--- config.mk ---
export PLATFORM = sky130hd
export DESIGN_NAME = nx_control_arbiter
export DESIGN_NICKNAME = d
export VERILOG_FILES = /design/src/rtl/nx_control_arbiter_pkg.sv /design/src/rtl/nx_rr_arbiter.sv /design/src/rtl/nx_control_arbiter.sv
export SDC_FILE = /design/constraint.sdc
export NUM_CORES = 1
export LEC_CHECK = 0
export ABC_AREA = 0
export CORE_UTILIZATION = 33
export CTS_CLUSTER_SIZE = 28
export DETAILED_ROUTE_END_ITERATION = 10
export PLACE_DENSITY = 0.66
export SLEW_MARGIN = 20
export SYNTH_ARGS = -nofsm -noshare
export SYNTH_HDL_FRONTEND = slang
export SYNTH_HIERARCHICAL = 1
export SYNTH_SLANG_ARGS = --single-unit
--- constraint.sdc ---
create_clock -name i_clk -period 2.7 [get_ports i_clk]
set_input_delay 0.54 -clock i_clk [delete_from_list [all_inputs] [get_ports i_clk]]
set_output_delay 0.54 -clock i_clk [all_outputs]
set_load 0.02 [all_outputs]
--- src/rtl/nx_control_arbiter_pkg.sv ---
// Shared types for the Nexus control path: command/response formats, arbiter
// FSM states and the helper that classifies which commands produce a response.
package nx_control_arbiter_pkg;

    // Control command opcodes; encodings above CONTROL_RESET are unknown.
    typedef enum logic [3:0] {
        CONTROL_ID       = 4'd0,
        CONTROL_VERSION  = 4'd1,
        CONTROL_PARAM    = 4'd2,
        CONTROL_ACTIVE   = 4'd3,
        CONTROL_STATUS   = 4'd4,
        CONTROL_CYCLES   = 4'd5,
        CONTROL_INTERVAL = 4'd6,
        CONTROL_RESET    = 4'd7
    } control_command_t;

    // Parameter selectors carried in the payload of a PARAM command.
    typedef enum logic [3:0] {
        CONTROL_PARAM_COUNTER_WIDTH  = 4'd0,
        CONTROL_PARAM_ROWS           = 4'd1,
        CONTROL_PARAM_COLUMNS        = 4'd2,
        CONTROL_PARAM_NODE_INPUTS    = 4'd3,
        CONTROL_PARAM_NODE_OUTPUTS   = 4'd4,
        CONTROL_PARAM_NODE_REGISTERS = 4'd5
    } control_param_t;

    localparam int unsigned CONTROL_PAYLOAD_WIDTH = 28;

    typedef struct packed {
        control_command_t                   command;
        logic [CONTROL_PAYLOAD_WIDTH-1:0]   payload;
    } control_message_t;

    typedef logic [31:0] control_response_t;

    // Device identifier returned (low 24 bits) by the ID command.
    localparam logic [31:0] HW_DEV_ID = 32'h4E58_5301;

    typedef enum logic [1:0] {
        StIdle,
        StForward,
        StWait,
        StReturn
    } arb_state_e;

    // True for commands whose execution produces a response word.
    function automatic logic control_command_expects_response(input control_command_t cmd);
        case (cmd)
            CONTROL_ID,
            CONTROL_VERSION,
            CONTROL_PARAM,
            CONTROL_STATUS,
            CONTROL_CYCLES: return 1'b1;
            default:        return 1'b0;
        endcase
    endfunction

endpackage

--- src/rtl/nx_rr_arbiter.sv ---
// Parameterised round-robin arbiter. The search starts one past the last
// accepted grant and wraps; the pointer only moves when a grant is taken.
module nx_rr_arbiter #(
    parameter int unsigned N    = 2,
    parameter int unsigned IdxW = (N > 1) ? $clog2(N) : 1
) (
    input  logic            clk_i,
    input  logic            rst_ni,
    input  logic [N-1:0]    req_i,
    input  logic            en_i,
    output logic [N-1:0]    gnt_o,
    output logic [IdxW-1:0] gnt_idx_o
);

    logic [IdxW-1:0] last_q;
    logic [IdxW-1:0] cand;
    logic [31:0]     sum;
    logic            found;

    // Rotating priority search from last_q+1, modulo N.
    always_comb begin
        gnt_o     = '0;
        gnt_idx_o = '0;
        found     = 1'b0;
        cand      = '0;
        sum       = '0;
        for (int unsigned i = 1; i <= N; i++) begin
            sum = 32'(last_q) + i;
            if (sum >= N) begin
                sum = sum - N;
            end
            cand = IdxW'(sum);
            if (en_i && !found && req_i[cand]) begin
                found       = 1'b1;
                gnt_o[cand] = 1'b1;
                gnt_idx_o   = cand;
            end
        end
    end

    // Remember the winner; reset value makes requester 0 win first.
    always_ff @(posedge clk_i or negedge rst_ni) begin
        if (!rst_ni) begin
            last_q <= IdxW'(N - 1);
        end else if (found) begin
            last_q <= gnt_idx_o;
        end
    end

endmodule

--- src/rtl/nx_control_arbiter.sv ---
// Shares the controller's single command/response stream between several
// command sources. One command is in flight at a time; if it expects a
// response the grant is held until that response reaches its owner, or until
// the watchdog gives up on the controller.
module nx_control_arbiter
    import nx_control_arbiter_pkg::*;
#(
    parameter int unsigned REQUESTERS = 2,
    parameter int unsigned TIMEOUT    = 1024
) (
    input  logic                              i_clk,
    input  logic                              i_rst,
    input  control_message_t [REQUESTERS-1:0] i_req_data,
    input  logic [REQUESTERS-1:0]             i_req_valid,
    output logic [REQUESTERS-1:0]             o_req_ready,
    output control_message_t                  o_ctrl_data,
    output logic                              o_ctrl_valid,
    input  logic                              i_ctrl_ready,
    input  control_response_t                 i_resp_data,
    input  logic                              i_resp_valid,
    output logic                              o_resp_ready,
    output control_response_t                 o_rsp_data,
    output logic [REQUESTERS-1:0]             o_rsp_valid,
    input  logic [REQUESTERS-1:0]             i_rsp_ready,
    output logic                              o_timeout
);

    localparam int unsigned IdxW = (REQUESTERS > 1) ? $clog2(REQUESTERS) : 1;
    localparam int unsigned WdW  = (TIMEOUT > 0) ? $clog2(TIMEOUT + 1) : 1;

    arb_state_e            state_q;
    control_message_t      cmd_q;
    logic                  ctrl_valid_q;
    control_response_t     rsp_q;
    logic [REQUESTERS-1:0] rsp_valid_q;
    logic [IdxW-1:0]       owner_q;
    logic [WdW-1:0]        wdog_q;
    logic                  timeout_q;

    logic                  arb_en;
    logic [REQUESTERS-1:0] arb_gnt;
    logic [IdxW-1:0]       arb_idx;
    logic [REQUESTERS-1:0] owner_onehot;
    logic                  wdog_expire;

    // Grants are only offered while no transaction is held.
    assign arb_en = (state_q == StIdle);

    nx_rr_arbiter #(
        .N    (REQUESTERS),
        .IdxW (IdxW)
    ) u_rr_arbiter (
        .clk_i     (i_clk),
        .rst_ni    (i_rst),
        .req_i     (i_req_valid),
        .en_i      (arb_en),
        .gnt_o     (arb_gnt),
        .gnt_idx_o (arb_idx)
    );

    // Owner decode for response steering and watchdog expiry detection.
    always_comb begin
        owner_onehot          = '0;
        owner_onehot[owner_q] = 1'b1;
        wdog_expire           = (TIMEOUT != 0) && ((32'(wdog_q) + 32'd1) == TIMEOUT);
    end

    assign o_req_ready  = arb_gnt;
    // Idle also drains stray responses, e.g. a late answer after a timeout.
    assign o_resp_ready = (state_q == StIdle) || (state_q == StWait);
    assign o_ctrl_data  = cmd_q;
    assign o_ctrl_valid = ctrl_valid_q;
    assign o_rsp_data   = rsp_q;
    assign o_rsp_valid  = rsp_valid_q;
    assign o_timeout    = timeout_q;

    // Transaction FSM with registered command, response and timeout outputs.
    always_ff @(posedge i_clk or negedge i_rst) begin
        if (!i_rst) begin
            state_q      <= StIdle;
            cmd_q        <= '0;
            ctrl_valid_q <= 1'b0;
            rsp_q        <= '0;
            rsp_valid_q  <= '0;
            owner_q      <= '0;
            wdog_q       <= '0;
            timeout_q    <= 1'b0;
        end else begin
            timeout_q <= 1'b0;
            unique case (state_q)
                StIdle: begin
                    if (|i_req_valid) begin
                        cmd_q        <= i_req_data[arb_idx];
                        owner_q      <= arb_idx;
                        ctrl_valid_q <= 1'b1;
                        state_q      <= StForward;
                    end
                end
                StForward: begin
                    if (i_ctrl_ready) begin
                        ctrl_valid_q <= 1'b0;
                        if (control_command_expects_response(cmd_q.command)) begin
                            wdog_q  <= '0;
                            state_q <= StWait;
                        end else begin
                            state_q <= StIdle;
                        end
                    end
                end
                StWait: begin
                    // A response in the expiry cycle takes precedence.
                    if (i_resp_valid) begin
                        rsp_q       <= i_resp_data;
                        rsp_valid_q <= owner_onehot;
                        state_q     <= StReturn;
                    end else if (wdog_expire) begin
                        timeout_q <= 1'b1;
                        state_q   <= StIdle;
                    end else if (TIMEOUT != 0) begin
                        wdog_q <= wdog_q + 1'b1;
                    end
                end
                StReturn: begin
                    if (i_rsp_ready[owner_q]) begin
                        rsp_valid_q <= '0;
                        state_q     <= StIdle;
                    end
                end
            endcase
        end
    end

endmodule

Figure 1. Register map, names as in the netlist.
(4 px per um) Other sequential cells in the stronger gray, the rest of the logic in the fainter gray.
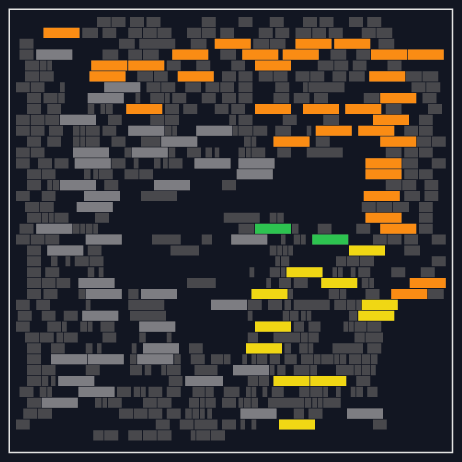
name in the netlist	color	sequential cells
o_rsp_valid	green	2
o_rsp_data	orange	32
wdog_q	yellow	11
fin util: 0.535
sequential cell area share: 0.340

Figure 2. Layout detail.
Window x 35 to 75, y 57 to 97 um. Cells in gray, sequential cells in the stronger gray; small squares are vias.
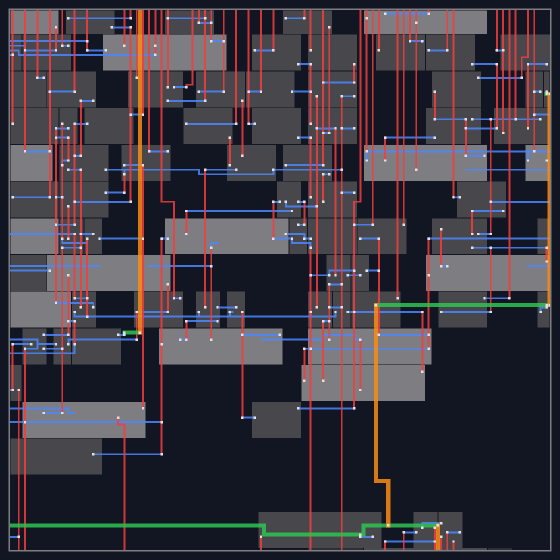
layer	color
met3	green
met1	blue
met4	orange
met2	red
sequential cells in the window	10
cells with their middle in the window	70
netlist names of flops here include	o_ctrl_data (6), o_rsp_data (4)
most frequent	clkdlybuf4s50_1 (29), dfrtp_1 (10), o21ai_0 (8)

==> Slide: Implementation Results <==
Run Summary

Worst setup path
  – Cells along the critical path: nor2_1, nand2_1, a21oi_1, clkdlybuf4s50_1
  – Max Fanout on Critical Path: 9
  – Worst setup EP type: primary output
  – Slowest stage delay, CP: 0.62 ns
  – Worst endpoint required time: 2.16 ns
  – Kind of critical path: reg -> out

Route
  – DR vias: 3222
  – Via/cell ratio: 4.81
  – Detailed Routing Iterations Pass 1: 5
  – DRC Markers: 0

Final layout
  – Non-clk bufs: 183
  – Combinational gates: 239
  – Fin nets: 628
  – Clock-cell share: 0.0449
  – Top Layout Cells: clkdlybuf4s50_1 (173), dfrtp_1 (82), nand2_1 (55)
  – Comb area: 1710 um^2
  – Final non-clock buffer share: 0.302
  – Fraction of layout cells with a size suffix above 1: 0.131
  – Non-clock inverter total of the final layout: 6
  – Sequential cell area: 2080 um^2
  – Ant diodes: 0
  – Fillers: 1056

Clock tree
  – Latency at later pin: 0.34 ns
  – CTS clk-pin slew, worst paths: 0.06 ns
  – Resized Gates After CTS: 0
  – Setup Fix Bufs, Post-CTS: 0
  – Worst-case clock buffer depth: 2
  – Clock Sink Count: 83
  – Hold Buf Count CTS: 0

Synthesis
  – Cell Type Count: 46
  – Yosys warnings: 6
  – Synth top area share: 0.529
  – Sequential area share after synthesis: 0.536
  – Commonest flop: dfrtp_1
  – Syn Inst Count: 350
  – Synth Net Count: 456
  – Most frequent cell after synthesis: dfrtp_1

Floorplan
  – Core Rows: 39
  – FP Util: 0.340
  – Tap Cells: 143
  – Core Area: 11400 um^2
  – Chip area: 12200 um^2

Timing
  – Hold Worst Slack: 0.170 ns
  – Worst setup margin: 0.139 ns
  – Hold Violations, Final: 0
  – Final slew viol count: 0
  – Fmax: 390 MHz
  – Clk_skew: 0.00702 ns

Global route
  – Total global routing overflow: 0
  – Largest net degree at the start of global routing: 53

Status
  – Run status: complete, no violations

Placement
  – Dpl hpwl: 7580 um
  – Dpl cells: 654
  – GPL Wtd Cong: 0.795

Hold path
  – Min-delay worst type: in -> async

Pwr
  – Peak supply drop: 0.589 mV
Figure 3. Logic cells by family.
(4 px per um)
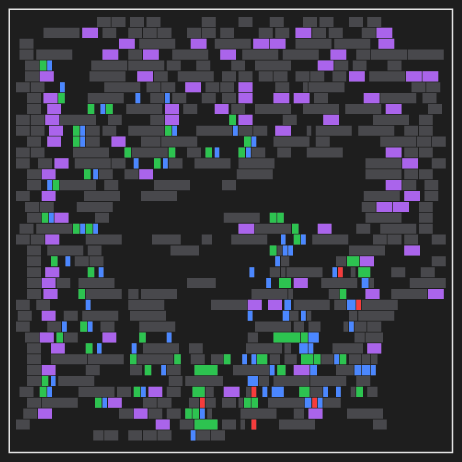
family	color	cells
inverters	red	6
multiplexers	purple	75
NAND gates	blue	67
inverting AOI/OAI gates	green	59
Top cell excl fill/tap: clkdlybuf4s50_1
combinational share of cell area: 0.280
Final Non-Filler Cells: 670

Figure 4. Signal wires on met2.
(2 px per um) Cells faint in the background.
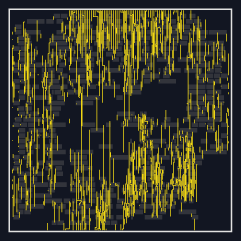
main direction	vertical
wire length on this layer	5040 um

## layer usage
layer / global-route usage / routed length (um) / vias to the layer above
met2: 0.292 / 5040 / 121
met3: 0.0494 / 749 / 19
met5: 0 / 0 / -
met1: 0.191 / 3890 / 1512
met4: 0.0862 / 244 / 0
li1: - / - / 1570
## worst paths after layout
path / from / endpoint / slack, ns / cells past startpoint
worst max-delay path: state_q[0] / o_req_ready[1] / 0.14 / 4
min in group i_clk: o_ctrl_data[1] / o_ctrl_data[1] / 0.48 / 2
worst max register to register: wdog_q[0] / wdog_q[1] / 0.29 / 7
worst min register to register: o_ctrl_data[1] / o_ctrl_data[1] / 0.48 / 2
max in group asynchronous: i_rst / o_rsp_data[5] / 1.90 / 2
worst min-delay path: i_rst / state_q[0] / 0.17 / 1
## state kept, by name, summed over array words and instances (netlist names)
register / flops
owner_q: 1
state_q: 2
o_ctrl_data: 32
o_ctrl_valid: 1
o_rsp_data: 32
u_rr_arbiter/last_q: 1
o_timeout: 1
wdog_q: 11
o_rsp_valid: 2
## cell families (layout without fill, tap and decap cells)
logic type               after synthesis  in the layout  share of synthesized area
AND-OR/OR-AND                         66             66                      0.105
XOR/XNOR                               1              1                    0.00226
adder cells (fa/ha/maj)                2              2                    0.00645
buffers and inverters                 28            205                     0.0303
flip-flops                            83             83                      0.536
multiplexers                          75             75                      0.205
AND/OR/NAND/NOR                       95             95                      0.116
## stage by stage
stage	area (um^2)	power, mW
6_report	6100	6.43
5_1_grt	6100	6.83
4_1_cts	6100	6.52
3_5_place_dp	5830	5.37
3_3_place_gp	5830	5.28
2_1_floorplan	3880	3.79
## report_power, final
group	internal [mW]	total, mW	switching (mW)
clock	0.650	1.12	0.474
sequential	1.81	2.18	0.366
combinational	1.58	3.13	1.55
No activity file was given, so power comes from the tool's default toggle rates.
